$ cat config.mk
export PLATFORM = sky130hd
export DESIGN_NAME = flow_merge_rr_flat
export DESIGN_NICKNAME = d
export VERILOG_FILES = /design/src/rtl/flow_merge_rr_if.sv /design/src/rtl/flow_merge_rr.sv /design/src/flat_wrapper.sv
export SDC_FILE = /design/constraint.sdc
export NUM_CORES = 1
export LEC_CHECK = 0
export CAP_MARGIN = 20
export CORE_MARGIN = 4
export CORE_UTILIZATION = 43
export DETAILED_ROUTE_END_ITERATION = 10
export PLACE_DENSITY = 0.68
export SLEW_MARGIN = 10
export SYNTH_ARGS = -nofsm -noshare
export SYNTH_HDL_FRONTEND = slang
export SYNTH_SLANG_ARGS = --single-unit
export TNS_END_PERCENT = 100
$ cat constraint.sdc
create_clock -name clk -period 9.2 [get_ports clk]
set_clock_uncertainty 0.15 [all_clocks]
set_input_delay 1.84 -clock clk [delete_from_list [all_inputs] [get_ports clk]]
set_output_delay 1.84 -clock clk [all_outputs]
set_load 0.1 [all_outputs]
$ cat src/rtl/flow_merge_rr_if.sv
// flow_merge_rr_if: producer-side and accelerator-side signals of the flow
// merger. The slave modport is the merger's view; the master modport is the
// view of whatever drives the producers and models the accelerator.
interface flow_merge_rr_if #(
    parameter int FLUX   = 4,
    parameter int DATA_W = 8,
    parameter int TAG_W  = 2
);
    logic [FLUX*DATA_W-1:0]   src_din;
    logic [FLUX-1:0]          src_write;
    logic [FLUX-1:0]          src_full;
    logic [TAG_W+DATA_W-1:0]  dst_din;
    logic                     dst_write;
    logic [FLUX-1:0]          dst_full;
    logic [FLUX-1:0]          ovf;
    logic                     idle;

    modport slave (
        input  src_din, src_write, dst_full,
        output src_full, dst_din, dst_write, ovf, idle
    );

    modport master (
        output src_din, src_write, dst_full,
        input  src_full, dst_din, dst_write, ovf, idle
    );
endinterface

$ cat src/rtl/flow_merge_rr.sv
// flow_merge_rr: merges FLUX per-flow pixel producers into one tagged write
// stream {flow tag, pixel}. Each flow has a 2-entry FIFO; a round-robin
// arbiter picks one eligible flow per cycle, honouring the accelerator's
// per-flow full vector and never writing the same flow on two consecutive
// cycles (covers the one-cycle lag of the accelerator's full flag).
// Optional build macro FLOW_MERGE_STATS_EN adds stat_cnt, one saturating
// 16-bit per-flow counter of emitted words.
module flow_merge_rr #(
    parameter int FLUX   = 4,
    parameter int DATA_W = 8,
    parameter int TAG_W  = 2
) (
    input  logic                 clk,
    input  logic                 rst,
    flow_merge_rr_if.slave       bus
`ifdef FLOW_MERGE_STATS_EN
    ,
    output logic [FLUX*16-1:0]   stat_cnt
`endif
);

    localparam int PTR_W = (FLUX > 1) ? $clog2(FLUX) : 1;
    localparam logic [PTR_W-1:0] LAST_FLOW = PTR_W'(FLUX - 1);

    // Per-flow FIFO state: occupancy and two data slots, slot0 is the head.
    logic [1:0]        cnt  [FLUX];
    logic [DATA_W-1:0] mem0 [FLUX];
    logic [DATA_W-1:0] mem1 [FLUX];

    logic [FLUX-1:0]   full;
    logic [FLUX-1:0]   push;
    logic [FLUX-1:0]   pop;
    logic [FLUX-1:0]   elig;
    logic              any_data;

    // Arbitration state and search results.
    logic [PTR_W-1:0]  ptr;
    logic [PTR_W-1:0]  cand;
    logic [PTR_W-1:0]  grant_idx;
    logic              grant_vld;

    logic [TAG_W-1:0]  last_tag;
    assign last_tag = bus.dst_din[DATA_W +: TAG_W];

    // Full flags and occupancy summary, derived from registered counts only.
    always_comb begin
        // NOTE: every variable gets a default before any conditional logic so no latch can be inferred.
        full     = '0;
        any_data = 1'b0;
        for (int f = 0; f < FLUX; f++) begin
            full[f] = (cnt[f] == 2'd2);
            if (cnt[f] != 2'd0) begin
                any_data = 1'b1;
            end
        end
    end

    assign bus.src_full = full;
    assign push         = bus.src_write & ~full;

    // A flow competes only if it has data, the accelerator can take it, and it
    // was not the flow written on the previous cycle.
    always_comb begin
        elig = '0;
        for (int f = 0; f < FLUX; f++) begin
            elig[f] = (cnt[f] != 2'd0) && !bus.dst_full[f] &&
                      !(bus.dst_write && (last_tag == TAG_W'(f)));
        end
    end

    // Round-robin search starting one past the last granted flow.
    always_comb begin
        grant_vld = 1'b0;
        grant_idx = '0;
        cand      = ptr;
        for (int i = 0; i < FLUX; i++) begin
            cand = (cand == LAST_FLOW) ? '0 : cand + PTR_W'(1);
            if (!grant_vld && elig[cand]) begin
                grant_vld = 1'b1;
                grant_idx = cand;
            end
        end
    end

    assign pop = grant_vld ? (FLUX'(1) << grant_idx) : '0;

    // FIFO occupancy: full is judged before the pop, so a push at count 2 is
    // always rejected even when the same flow is popped this cycle.
    always_ff @(posedge clk) begin
        // NOTE: registered state is updated with non-blocking assignments so every flop samples pre-edge values.
        if (rst) begin
            for (int f = 0; f < FLUX; f++) begin
                cnt[f] <= 2'd0;
            end
        end else begin
            for (int f = 0; f < FLUX; f++) begin
                case ({push[f], pop[f]})
                    2'b10:   cnt[f] <= cnt[f] + 2'd1;
                    2'b01:   cnt[f] <= cnt[f] - 2'd1;
                    default: cnt[f] <= cnt[f];
                endcase
            end
        end
    end

    // FIFO data slots: a pop shifts slot1 into the head; a simultaneous push
    // lands in whichever slot becomes the tail so order is preserved.
    always_ff @(posedge clk) begin
        // NOTE: data slots carry no reset; the counts alone decide which slots are valid.
        for (int f = 0; f < FLUX; f++) begin
            if (pop[f]) begin
                if (cnt[f] == 2'd2) begin
                    mem0[f] <= mem1[f];
                end else if (push[f]) begin
                    mem0[f] <= bus.src_din[f*DATA_W +: DATA_W];
                end
            end else if (push[f]) begin
                if (cnt[f] == 2'd0) begin
                    mem0[f] <= bus.src_din[f*DATA_W +: DATA_W];
                end else begin
                    mem1[f] <= bus.src_din[f*DATA_W +: DATA_W];
                end
            end
        end
    end

    // Output register and round-robin pointer; dst_din holds when idle.
    always_ff @(posedge clk) begin
        if (rst) begin
            bus.dst_write <= 1'b0;
            bus.dst_din   <= '0;
            ptr           <= LAST_FLOW;
        end else if (grant_vld) begin
            bus.dst_write <= 1'b1;
            bus.dst_din   <= {TAG_W'(grant_idx), mem0[grant_idx]};
            ptr           <= grant_idx;
        end else begin
            bus.dst_write <= 1'b0;
        end
    end

    // Sticky overflow: a write attempted against a full FIFO is lost.
    always_ff @(posedge clk) begin
        if (rst) begin
            bus.ovf <= '0;
        end else begin
            bus.ovf <= bus.ovf | (bus.src_write & full);
        end
    end

    assign bus.idle = !any_data && !bus.dst_write;

`ifdef FLOW_MERGE_STATS_EN
    logic [15:0] stat_q [FLUX];

    // Saturating per-flow count of words emitted on dst.
    always_ff @(posedge clk) begin
        if (rst) begin
            for (int f = 0; f < FLUX; f++) begin
                stat_q[f] <= 16'd0;
            end
        end else begin
            for (int f = 0; f < FLUX; f++) begin
                if (pop[f] && (stat_q[f] != 16'hFFFF)) begin
                    stat_q[f] <= stat_q[f] + 16'd1;
                end
            end
        end
    end

    // Flatten the counters onto the output port, flow f at [f*16 +: 16].
    always_comb begin
        stat_cnt = '0;
        for (int f = 0; f < FLUX; f++) begin
            stat_cnt[f*16 +: 16] = stat_q[f];
        end
    end
`endif

endmodule

$ cat src/flat_wrapper.sv
// flat-port wrapper written by rule: the top's interface ports become plain ports
module flow_merge_rr_flat 
#(
    parameter int FLUX   = 4,
    parameter int DATA_W = 8,
    parameter int TAG_W  = 2
)
  (clk, rst, bus_src_din, bus_src_write, bus_dst_full, bus_src_full, bus_dst_din, bus_dst_write, bus_ovf, bus_idle);
  flow_merge_rr_if #(.FLUX(FLUX), .DATA_W(DATA_W), .TAG_W(TAG_W)) bus_i ();
  input  logic clk;
  input  logic rst;
  input wire logic [$bits(bus_i.src_din)-1:0] bus_src_din;
  input wire logic [$bits(bus_i.src_write)-1:0] bus_src_write;
  input wire logic [$bits(bus_i.dst_full)-1:0] bus_dst_full;
  output wire logic [$bits(bus_i.src_full)-1:0] bus_src_full;
  output wire logic [$bits(bus_i.dst_din)-1:0] bus_dst_din;
  output wire logic [$bits(bus_i.dst_write)-1:0] bus_dst_write;
  output wire logic [$bits(bus_i.ovf)-1:0] bus_ovf;
  output wire logic [$bits(bus_i.idle)-1:0] bus_idle;
  assign bus_i.src_din = bus_src_din;
  assign bus_i.src_write = bus_src_write;
  assign bus_i.dst_full = bus_dst_full;
  assign bus_src_full = bus_i.src_full;
  assign bus_dst_din = bus_i.dst_din;
  assign bus_dst_write = bus_i.dst_write;
  assign bus_ovf = bus_i.ovf;
  assign bus_idle = bus_i.idle;
  flow_merge_rr #(.FLUX(FLUX), .DATA_W(DATA_W), .TAG_W(TAG_W)) u_core (.clk(clk), .rst(rst), .bus(bus_i));
endmodule
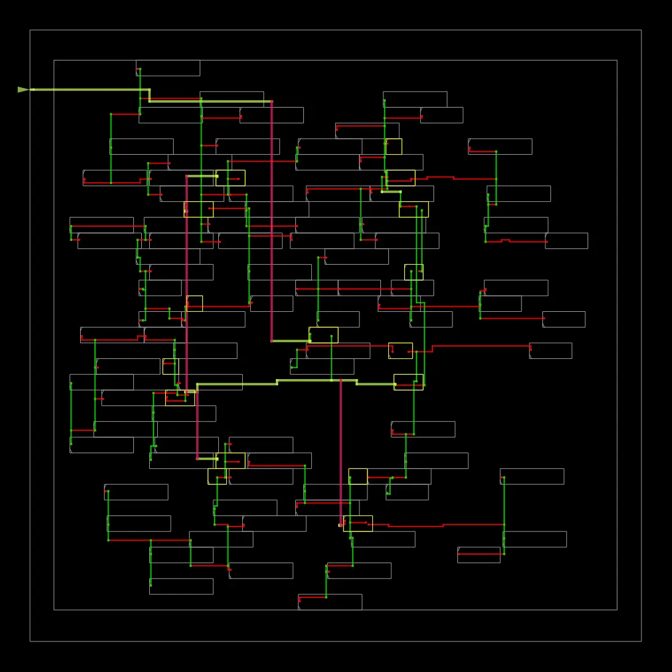
Fig. 1. The clock network (run 1).
total clock sinks: 89
number of buffers added by the clock tree synthesis step: 9
clk_buf instances: 9
Seq cells: 89

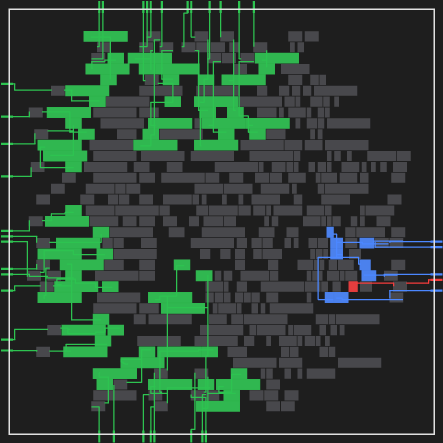
Fig. 2. Wires at chosen ports, followed through buffers (run 1).
(4 px per µm)
Key: red = `bus_idle` [bits 1, direction output, end cells 1, buffers 1, wire 16.9 µm]; blue = `bus_dst_full` [bits 4, direction input, end cells 8, buffers 4, wire 131 µm]; green = `bus_src_din` [bits 32, direction input, end cells 64, buffers 32, wire 927 µm]
port buffer count: 61
I/O pin total: 62

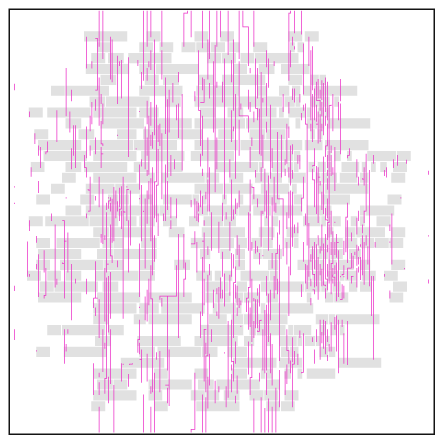
Fig. 3. Metal 2 (run 1).
(4 px per µm)
The layer carries 3870 µm of wire. The layer holds 48% of the routed length. The wires run mostly vertical. 370 nets have wire on it. The longest straight run is 36.7 µm.
routing usage on met2: 23.9%
Final Routed Wirelength: 8.12 mm
total number of vias: 2605

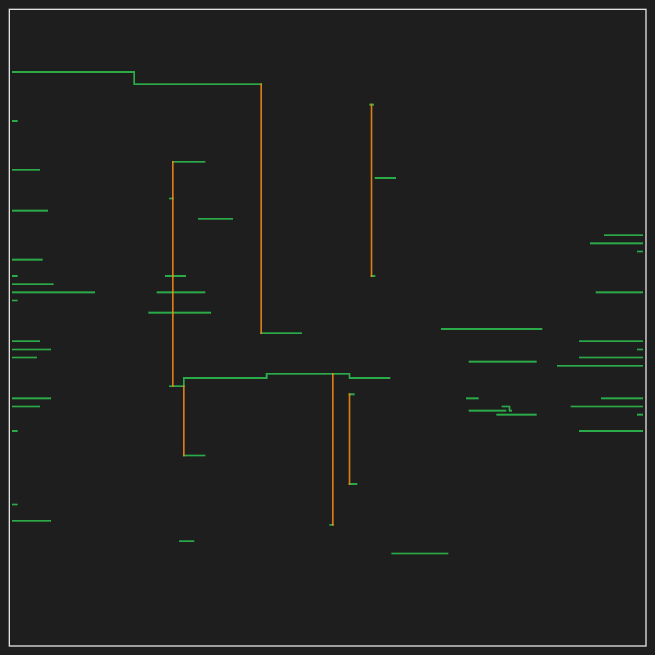
Fig. 4. Signal wires by layer (run 1).
(6 px per µm) Two of the layers only.
Key: orange = metal 4 [wire length 159 µm]; green = metal 3 [wire length 344 µm]
Avg WL per Cell: 16.1 µm
total routing usage reported by global routing: 15.0%

==> run notes, run 1 <==
Summary of implementation figures.

Final layout
The layout report gives the register share of total cell area as 49.6%. The biggest slice of the area belongs to registers. The post-route non-filler standard cell count is between 500 and 600.

Leaving out fill and tap cells, the most frequent cells in the layout are 72 x edfxtp_1, 61 x clkdlybuf4s50_1, 40 x mux2_2. The number of fill cells in the layout is between 800 and 900. Summing all non-filler instances in the final layout gives an area of 5040 µm².

Clock network
On the reported timing paths, the clock transition at the registers reads about 0.10 ns. The clock tree synthesis step divided the H-tree into 3 levels.

STA
The share of the cycle needed by the critical path after routing is about 60%.

Placed design
After legalization and detailed placement, the total HPWL measured between 6 and 7 mm.

Critical path
Per the timing report, the most critical flop-to-flop path finishes at u_core.mem0[0][2]. The buffer and inverter count on the worst path is 2. The longest individual stage delay on the worst path is 0.65 ns.

Floorplanning
Measured along the x axis, the die boundary spans 106 µm.

Yosys
The number of flip-flops and latches in the synthesized netlist is 89. Of the synthesized area, sequential elements account for approximately 61%.

Outcome
The run finished with clean final reports.

Pwr
The completed layout was analyzed and its total power is slightly below 2 mW. The internal power of the cells is around 1.1 mW.

Global routing
The number of global-route vias before repair was roughly 2700. The number of antenna violations at the first check in global routing is 0.

Route
Dividing the detail-routed via count by the number of cells gives 5.17. TritonRoute reported its final design rule violation total as 0.

Flow run
The number of violations of the max-capacitance limit is 0.
==> run 1: per-layer routing <==
layer | up-vias | wire (µm) | track usage (%)
met5 | - | 0 | 0
met4 | 0 | 159 | 7.49
met3 | 13 | 343 | 3.31
met2 | 69 | 3870 | 23.9
met1 | 1241 | 3740 | 19.3
li1 | 1282 | - | -
==> run 1: cell families after synthesis <==
| family | after synthesis | share of synthesized area (%) |
|---|---|---|
| muxes | 45 | 12.2 |
| xor gates and xnor gates | 3 | 0.638 |
| DFF | 89 | 60.8 |
| buffers and inverters | 22 | 2.25 |
| AOI/OAI and AO/OA | 53 | 9.87 |
| and+or+nand+nor | 80 | 10.4 |
| adders and majority gates | 13 | 3.95 |
Fig. 5: run 1, a small window of the routed layout
Window x 69 to 89, y 69 to 89 µm. Cells in gray, sequential cells in the stronger gray; small squares are vias.
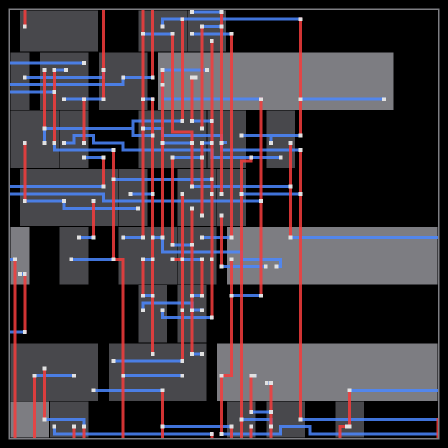

==> run 1 -> run 2 <==
Clock period 9.2 ns to 5.3 ns, I/O delays scaled along.
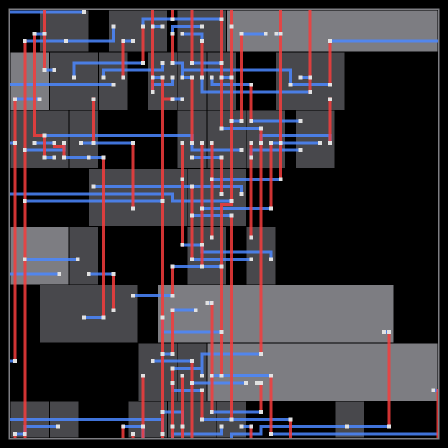
Fig. 6. A small window of the routed layout (run 2).
Window x 69 to 89, y 69 to 89 µm. Cells in gray, sequential cells in the stronger gray; small squares are vias.
Key: blue = metal 1; red = metal 2
Most frequent: nor2_1 (5), inv_1 (4), nor3_1 (4). Sequential cells in the window: 3. Netlist names of flops here include `u_core.cnt` (3). 31 logic cells have their middle in the window.

==> run 2 against run 1 <==
Routed wire length is 1.7% lower. Sequential share of layout area decreased by 0.32 points. Combinational power rose by 76%. Hold slack got worse by 0.0024 ns. Cell area grew 0.64%. Clock power is about 80% higher. Sequential power rose by 73%. Die area unchanged. Largest power group unchanged. Highest routed layer unchanged.
==> run notes, run 2 <==
Summary of implementation figures.

Outcome
The flow ran to the end, and the final reports show no timing, DRC or antenna violations.

Final layout
The cell group occupying the most layout area is registers. The count of clock-net buffers in the final layout came to 9 (unchanged). The share of cell area taken by flip-flops and latches is 49.3% (-0.32 points). In the layout the commonest cells are 72 x edfxtp_1, 61 x clkdlybuf4s50_1, 40 x mux2_2.

The cell area after layout is 5080 µm² (+0.64%). The post-route non-filler standard cell count is 507 (+0.60%).

Global routing
The number of global-route vias before repair is 2527 (-6.1%). The number of antenna violations at the first check in global routing is 0 (unchanged). The overall track demand over capacity in global routing was 14.6% (-0.46 points).

Floorplanning
The number of primary I/O pins is 62 (unchanged).

Critical path
The longest individual stage delay on the worst path is 0.68 ns (+0.03 ns).

Pwr
The total power is 3.40 mW (+76%).

Placed design
The post-DP HPWL is 5.90 mm (-2.8%).

Yosys
The number of flip-flops and latches in the synthesized netlist is 89 (unchanged).

Route
The sum of routed wire length over all layers is 7.98 mm (-1.7%). The total vias in the final route is 2650 (+1.7%). The number of vias per cell after detailed routing is 5.23 (+1.1%).

The DRC violations left is 0 (unchanged).

Clock network
The clock-pin slew of the registers on the worst-case setup and hold paths is 0.10 ns (about the same). The clock sink total is 89 (unchanged).

Flow run
The number of violations of the max-capacitance limit was 0 (unchanged).

STA
The final critical path takes up 78.0% of the cycle.
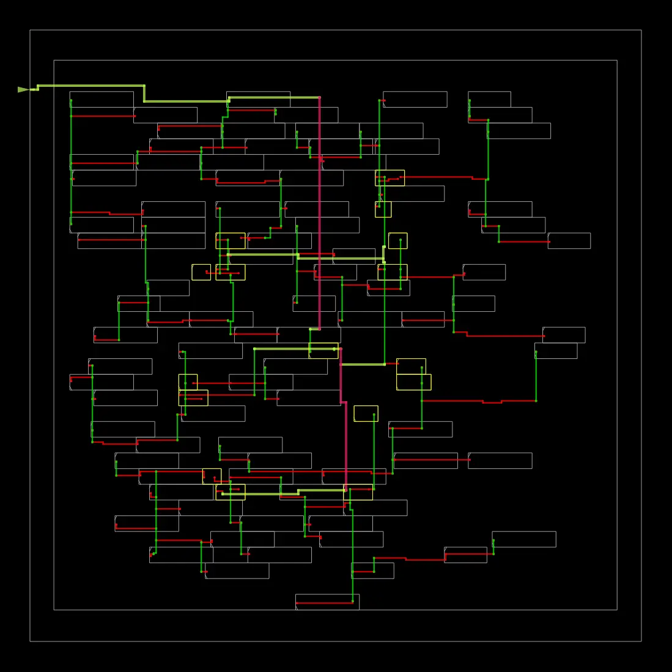
Fig. 7. The clock network (run 2).
clock group total power: 0.456 mW
later-pin clock latency in the skew report: 0.36 ns

-- run 2: cell counts after synthesis --
Identical to the previous run, type by type.
-- run 2: metal layers --
metal | GRT usage [%] | wire length, µm
met5 | 0 | 0
met4 | 5.18 | 127
met3 | 4.35 | 334
met2 | 21.8 | 3690
met1 | 20.1 | 3840
-- run 2: power by group --
group / internal [mW] / total (mW) / switching (mW) / leakage, nW
registers: 1.11 / 1.24 / 0.125 / 0.823
logic: 0.623 / 1.71 / 1.09 / 0.927
clock network: 0.184 / 0.456 / 0.273 / 0.0955
total: 1.92 / 3.40 / 1.48 / 1.85
-- run 2: cell families after synthesis --
group	after synthesis	synth area share [%]
fa+ha+maj	13	3.95
xor+xnor	3	0.638
flops	89	60.8
mux	45	12.2
buf+inv	22	2.25
simple gates	80	10.4
compound gates	53	9.87
Fig. 8: run 2, signal wires by layer
(6 px per µm) Two of the layers only.
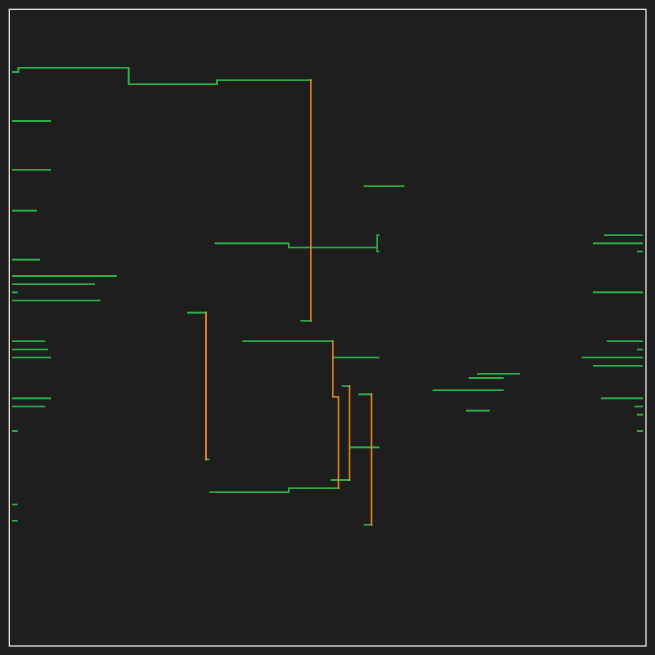

==> run 2 -> run 3 <==
Settings changed: PLACE_DENSITY 0.68 to 0.7.
Clock period 5.3 ns to 3.4 ns, I/O delays scaled along.
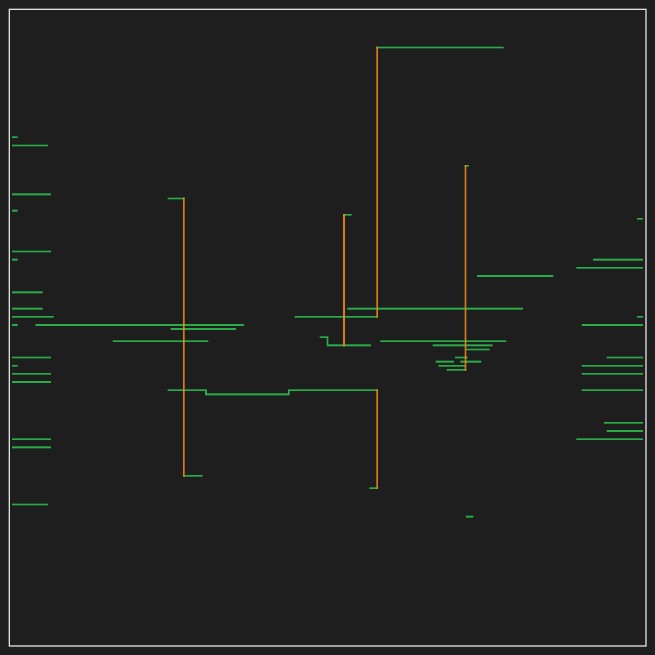
Fig. 9. Signal wires by layer (run 3).
(6 px per µm) Two of the layers only.
Key: orange = metal 4 [wire length 163 µm]; green = metal 3 [wire length 403 µm]
Final Routed Wirelength: 8.33 mm
Avg WL per Cell: 15.7 µm

==> run 3 against run 2 <==
Area after synthesis unchanged. Register-to-register slack got worse by 1.4 ns. Utilization increased by 2.2 points. Critical endpoint is now u_core.mem0[0][3]. Largest cell class unchanged.
==> run notes, run 3 <==
Summary of implementation figures.

Outcome
The run finished with clean final reports.

Route
The number of vias per cell after detailed routing is 5.13 (-1.9%). The total vias in the final route is 2718 (+2.6%). The total met2 wirelength after detailed routing is 3.94 mm (+7.0%).

The detailed route wirelength on metal3 is 403 µm (+21%). The DRC violations left came to 0 (unchanged).

Critical path
The longest individual stage delay on the worst path is 0.39 ns (-0.29 ns).

Pwr
The power of the clock network is 0.713 mW (+56%). The switching fraction of total power was 41.6% (-2.0 points). Per report_power, the top consumer among the power groups is combinational logic.

The clock share of power was 12.6% (-0.8 points). The total power came to 5.66 mW (+66%). The sequential power is 1.92 mW (+55%). The internal power of the cells is 3.31 mW (+72%).

The sequential fraction of design power is 33.9% (-2.5 points).

Global routing
The number of global-route vias before repair is 2724 (+7.8%). The busiest layer in global routing is met2. The number of antenna violations at the first check in global routing came to 0 (unchanged).

The overall track demand over capacity in global routing is 15.6% (+1.1 points). The met1 layer usage reported by global route is 21.2% (+1.2 points). The fraction of met3 tracks used by global routing is 3.37% (-0.98 points). The met2 layer usage reported by global route is 24.7% (+2.9 points).

Final layout
The cell area after layout is 5280 µm² (+4.0%). The post-route non-filler standard cell count is 530 (+4.5%). The most common logic cells in the final layout are 72 x edfxtp_1, 44 x buf_4, 41 x clkdlybuf4s50_1.

Clock network
The clock-pin slew of the registers on the worst-case setup and hold paths is 0.08 ns (-0.02 ns). The clock sink total is 89 (unchanged).

Yosys
The number of flip-flops and latches in the synthesized netlist is 89 (unchanged).

STA
Post-route period utilization is reported as between 90% and 100%.

Placed design
The post-DP HPWL is 6.24 mm (+5.6%).
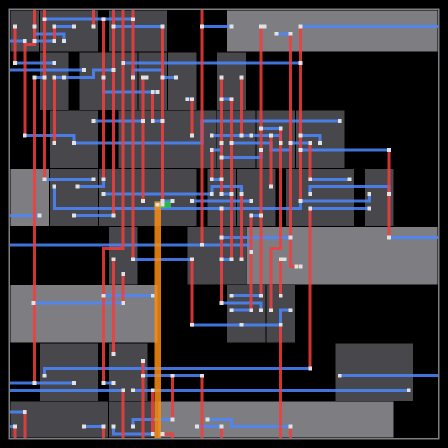
Fig. 10. A small window of the routed layout (run 3).
Window x 69 to 89, y 69 to 89 µm. Cells in gray, sequential cells in the stronger gray; small squares are vias.
Key: red = metal 2; orange = metal 4; green = metal 3; blue = metal 1
Most frequent: nor2_1 (5). Sequential cells in the window: 4. Netlist names of flops here include `u_core.cnt` (3), `u_core.bus.ovf` (1). 32 logic cells have their middle in the window.

## run 3: cell counts after synthesis
No cell type changed its count.
## run 3: repair_timing
action,CTS,global route
hold endpoints to repair,0,0
hold buffers,0,0
setup endpoints to repair,0,16
resized,0,1
## run 3: cells by family (layout without fill, tap and decap cells)
group / count (synthesis) / after routing / share of synthesized area [%]
adders and majority gates: 13 / 13 / 3.95
AOI/OAI and AO/OA: 53 / 53 / 9.87
xor gates and xnor gates: 3 / 3 / 0.638
and+or+nand+nor: 80 / 80 / 10.4
DFF: 89 / 89 / 60.8
buffers and inverters: 22 / 118 / 2.25
muxes: 45 / 45 / 12.2
## run 3: cell type report
cell class	count	area (µm²)
clock buffers	9	124
fillers	791	4010
repair buffers	89	821
inverters	13	48.8
flip-flops and latches	89	2510
well taps	129	161
multi-input cells	194	1550
clock inverters	7	68.8
Power figures rest on the tool's default switching activity, not on a simulated workload.
